**src/rtl/instr_queue_if.sv**
```systemverilog
// rtl/instr_queue_if.sv - instruction queue push/pop and status bundle
interface instr_queue_if #(
  parameter int DATA_W = 16,
  parameter int DEPTH  = 4,
  parameter int OP_W   = 4
);
  localparam int CNT_W = $clog2(DEPTH + 1);

  logic [DATA_W-1:0] DATA;
  logic              Load;
  logic              Next;
  logic              Flush;
  logic [DATA_W-1:0] IR;
  logic [OP_W-1:0]   Opcode;
  logic              IR_valid;
  logic              Full;
  logic [CNT_W-1:0]  Count;
  logic              Overflow;

  modport master (
    output DATA, Load, Next, Flush,
    input  IR, Opcode, IR_valid, Full, Count, Overflow
  );

  modport slave (
    input  DATA, Load, Next, Flush,
    output IR, Opcode, IR_valid, Full, Count, Overflow
  );
endinterface

```
**src/rtl/instr_queue.sv**
```systemverilog
// rtl/instr_queue.sv - DEPTH-entry instruction FIFO between fetch and control FSM
module instr_queue #(
  parameter int DATA_W = 16,
  parameter int DEPTH  = 4,
  parameter int OP_W   = 4
) (
  input  logic         Clock,
  input  logic         Reset,
  instr_queue_if.slave q
);
  localparam int PTR_W = $clog2(DEPTH);
  localparam int CNT_W = $clog2(DEPTH + 1);

  logic [DATA_W-1:0] mem [DEPTH];
  logic [PTR_W-1:0]  wr_ptr;
  logic [PTR_W-1:0]  rd_ptr;
  logic [CNT_W-1:0]  count;
  logic              overflow;

  logic              valid;
  logic              full;
  logic              pop_ok;
  logic              push_ok;
  logic [DATA_W-1:0] ir;

  assign valid   = (count != '0);
  assign full    = (count == CNT_W'(DEPTH));
  // Flush and Reset swallow any push/pop in the same cycle.
  assign pop_ok  = q.Next && valid && !Reset && !q.Flush;
  assign push_ok = q.Load && (!full || pop_ok) && !Reset && !q.Flush;

  always_ff @(posedge Clock) begin
    if (push_ok) begin
      mem[wr_ptr] <= q.DATA;
    end
  end

  always_ff @(posedge Clock) begin
    if (Reset || q.Flush) begin
      wr_ptr   <= '0;
      rd_ptr   <= '0;
      count    <= '0;
      overflow <= 1'b0;
    end else begin
      if (push_ok) begin
        wr_ptr <= wr_ptr + PTR_W'(1);
      end
      if (pop_ok) begin
        rd_ptr <= rd_ptr + PTR_W'(1);
      end
      if (push_ok && !pop_ok) begin
        count <= count + CNT_W'(1);
      end else if (pop_ok && !push_ok) begin
        count <= count - CNT_W'(1);
      end
      if (q.Load && full && !pop_ok) begin
        overflow <= 1'b1;
      end
    end
  end

  assign ir         = valid ? mem[rd_ptr] : '0;
  assign q.IR       = ir;
  assign q.Opcode   = ir[DATA_W-1 -: OP_W];
  assign q.IR_valid = valid;
  assign q.Full     = full;
  assign q.Count    = count;
  assign q.Overflow = overflow;
endmodule

```
**src/flat_wrapper.sv**
```systemverilog
// flat-port wrapper written by rule: the top's interface ports become plain ports
module instr_queue_flat 
#(
  parameter int DATA_W = 16,
  parameter int DEPTH  = 4,
  parameter int OP_W   = 4
)
  (Clock, Reset, q_DATA, q_Load, q_Next, q_Flush, q_IR, q_Opcode, q_IR_valid, q_Full, q_Count, q_Overflow);
  instr_queue_if #(.DATA_W(DATA_W), .DEPTH(DEPTH), .OP_W(OP_W)) q_i ();
  input  logic Clock;
  input  logic Reset;
  input wire logic [$bits(q_i.DATA)-1:0] q_DATA;
  input wire logic [$bits(q_i.Load)-1:0] q_Load;
  input wire logic [$bits(q_i.Next)-1:0] q_Next;
  input wire logic [$bits(q_i.Flush)-1:0] q_Flush;
  output wire logic [$bits(q_i.IR)-1:0] q_IR;
  output wire logic [$bits(q_i.Opcode)-1:0] q_Opcode;
  output wire logic [$bits(q_i.IR_valid)-1:0] q_IR_valid;
  output wire logic [$bits(q_i.Full)-1:0] q_Full;
  output wire logic [$bits(q_i.Count)-1:0] q_Count;
  output wire logic [$bits(q_i.Overflow)-1:0] q_Overflow;
  assign q_i.DATA = q_DATA;
  assign q_i.Load = q_Load;
  assign q_i.Next = q_Next;
  assign q_i.Flush = q_Flush;
  assign q_IR = q_i.IR;
  assign q_Opcode = q_i.Opcode;
  assign q_IR_valid = q_i.IR_valid;
  assign q_Full = q_i.Full;
  assign q_Count = q_i.Count;
  assign q_Overflow = q_i.Overflow;
  instr_queue #(.DATA_W(DATA_W), .DEPTH(DEPTH), .OP_W(OP_W)) u_core (.Clock(Clock), .Reset(Reset), .q(q_i));
endmodule
```
**config.mk**
```make
export PLATFORM = sky130hd
export DESIGN_NAME = instr_queue_flat
export DESIGN_NICKNAME = d
export VERILOG_FILES = /design/src/rtl/instr_queue_if.sv /design/src/rtl/instr_queue.sv /design/src/flat_wrapper.sv
export SDC_FILE = /design/constraint.sdc
export NUM_CORES = 1
export LEC_CHECK = 0
export ABC_AREA = 1
export CORE_MARGIN = 4
export CORE_UTILIZATION = 53
export CTS_CLUSTER_SIZE = 8
export DETAILED_ROUTE_END_ITERATION = 10
export GPL_TIMING_DRIVEN = 0
export PLACE_DENSITY = 0.79
export SLEW_MARGIN = 20
export SYNTH_ARGS = -nofsm -noshare
export SYNTH_HDL_FRONTEND = slang
export SYNTH_SLANG_ARGS = --single-unit
```
**constraint.sdc**
```tcl
create_clock -name Clock -period 2.1 [get_ports Clock]
set_input_delay 0.315 -clock Clock [delete_from_list [all_inputs] [get_ports Clock]]
set_output_delay 0.315 -clock Clock [all_outputs]
set_load 0.02 [all_outputs]
```
**Clock network drawn from the DEF**

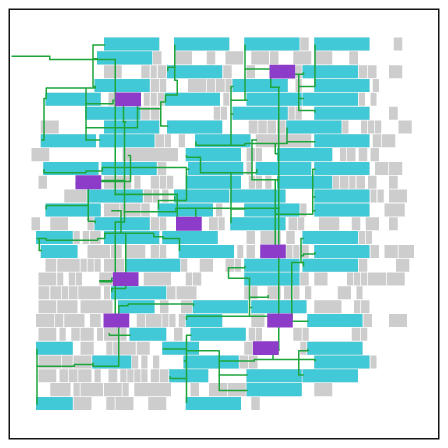
clock wires -> green  # length 838 um
flip-flops -> cyan  # count 74
cells driving clock nets -> purple  # count 9
routed clock nets = 10
flops lie = spread over the die

**Port wiring**

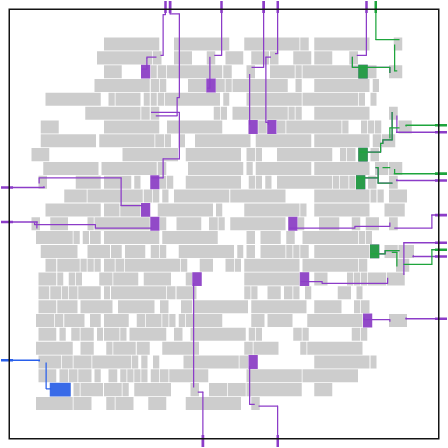
q_IR -> purple  # direction output, edge 6 east, 6 north, 2 south, 2 west, end cells 16, buffers 16, wire 390 um
Reset -> blue  # direction input, edge west, end cells 1, buffers 1, wire 11.5 um
q_Opcode -> green  # direction output, edge 3 east, 1 north, end cells 4, buffers 8, wire 90.2 um
buffers added on ports: 46
number of I/O pins: 47

==> PnR_summary.wiki <==
== Run summary ==
{| class="wikitable"
! Metric !! Value
|-
| Run status || finished clean
|-
| Sinks on the clock net || 74
|-
| P&R area growth vs syn || 26.9%
|-
| Vias in the first global route || 2214
|-
| Flop area || 0.00212 mm2
|-
| Multi-input comb cells || 159
|-
| Residual DRC || 0
|-
| Average footprint of a synthesized cell || 11.6 um2
|-
| Number of antenna violations at the first check in global routing || 0
|-
| Worst Setup Path Type || flop to primary output
|-
| Slew margin rel. || 0.598
|-
| Number of cell instances after yosys synthesis || 266
|-
| Area of all placed cells without fillers || 0.00391 mm2
|-
| Cell taking the most area after synthesis || edfxtp_1
|-
| Met2 layer usage reported by global route || 0.316
|-
| Total number of vias || 2107
|-
| Grt ovf || 0
|-
| TritonCTS clock tree || yes
|-
| Num CTS Buffers || 9
|-
| Core box area || 0.00557 mm2
|-
| Cell with the most instances after synthesis || nor2_1
|-
| Drt first-iter violations || 208
|-
| Compound-cell area share of the yosys netlist || 0.0926
|-
| Post-synthesis sequential area ratio || 0.689
|-
| Wire length on met1 || 2800 um
|-
| Flip-flop cell with the highest count after synthesis || edfxtp_1
|-
| Number of flip-flops and latches || 74
|-
| Clock tree root buffer cell || clkbuf_8
|-
| Arrival time at the worst endpoint || 1.75 ns
|-
| Routing usage on met3 || 0.0402
|-
| Clock-cell share of area || 0.0557
|-
| H-tree level count || 3
|-
| Placed cell area || 0.00369 mm2
|-
| Simple-gate share of the synthesized area || 0.132
|-
| Library cell contributing the largest single delay on the critical path || clkdlybuf4s15_1
|-
| Unrepaired setup endpoints after global routing || yes
|-
| Floorplan net count || 293
|-
| Distinct cells, synth || 23
|-
| Class of the tightest hold or removal check || primary input to flop
|-
| First-pass DRT Iterations || 4
|-
| Crit path cell chain || buf_4 -> inv_2 -> clkbuf_4 -> o21ai_0 -> a21oi_1 -> clkdlybuf4s15_1
|-
| Ant. Diodes || 0
|-
| Kind of start point of the critical path || flop
|-
| Area occupied by multi-input gates || 805 um2
|-
| Logic share of the area || 0.206
|-
| Detail-routed net length per standard cell || 16.0 um
|-
| Routed length on met2 || 3190 um
|-
| Effective utilization at floorplan || 0.552
|-
| Number of well-tap cells placed || 72
|-
| Final cell count without fillers || 408
|-
| Largest vdd supply drop || 0.000528 V
|-
| Post-synth ARST share || 0
|-
| Main logic family after synthesis || simple AND/OR/NAND/NOR gates
|-
| Final non-clock buffer share || 0.154
|-
| Vert. Die Dim || 84.2 um
|-
| Final Setup Violations || 0
|-
| Area fraction in mux cells || 0
|-
| DP Cell Count || 388
|-
| Required time worst endpoint || 1.78 ns
|-
| Crit. End Element || primary output
|-
| Number of ordinary inverters in the final layout || 18
|-
| Overall Global Routing Usage || 0.194
|-
| Warning total across the stage logs || 30
|-
| Number of routed nets with antenna violations || 0
|-
| Slew at the pin closest to its max-slew limit || 0.603 ns
|-
| Met3 wire length || 359 um
|-
| Post-synthesis instance area || 0.00308 mm2
|-
| GR Util met1 || 0.244
|-
| Top logic cell by instance count in the layout || nor2_1
|-
| Yosys reg bits || 74
|-
| Yosys warning tally || 0
|-
| Aggregate routed wire length || 6520 um
|-
| Buffers excl. clock || 69
|}
worst paths after layout:
check,startpoint,endpoint,slack [ns],cells after the start
worst max-delay path,flop,q_IR[1],0.04,6
worst min-delay path,Reset,u_core.q.Count[1]$_SDFFE_PP0P_,0.44,5
worst max register to register,u_core.q.Count[1]$_SDFFE_PP0P_,u_core.q.Count[1]$_SDFFE_PP0P_,0.18,11
worst min register to register,u_core.q.Overflow$_SDFFE_PP0P_,u_core.q.Overflow$_SDFFE_PP0P_,0.46,2
repair_timing:
action,CTS,global route
endpoints found under the setup margin,21,22
gates resized,50,30
pin swaps,3,4
setup buffers,3,1
worst max-delay path, delay by kind of cell (launching register included):
family | cells | cell delay [ns]
buf+inv | 4 | 0.80
compound gates | 2 | 0.30
flops | 1 | 0.31
power by group:
| group | leakage (nW) | internal (W) | switching [W] |
|---|---|---|---|
| Clock | 0.107 | 0.000673 | 0.000536 |
| Combinational | 0.726 | 0.0000905 | 0.000119 |
| Sequential | 0.660 | 0.00161 | 0.00000651 |
| Total | 1.49 | 0.00238 | 0.000662 |
per-stage QoR:
| stage | hold slack, ns | utilization | power, W | setup WS [ns] | setup TNS, ns |
|---|---|---|---|---|---|
| floorplan | 0.414 | - | 0.00175 | 0.0338 | 0 |
| global placement | 0.442 | 0.651 | 0.00186 | -0.844 | -51.93 |
| detailed placement | 0.450 | 0.662 | 0.00187 | -0.484 | -12.42 |
| CTS | 0.463 | 0.708 | 0.00304 | 0.00641 | 0 |
| global route | 0.466 | 0.701 | 0.00312 | -0.0520 | -0.151 |
| finish | 0.441 | 0.701 | 0.00304 | 0.0360 | 0 |
sequential cells by signal, indices dropped and copies added (netlist names), named ones only:
register	cells
u_core.wr_ptr	2
u_core.q.Overflow	1
u_core.mem	64
u_core.q.Count	3
u_core.rd_ptr	2
Power is estimated from default activity; no workload was simulated.
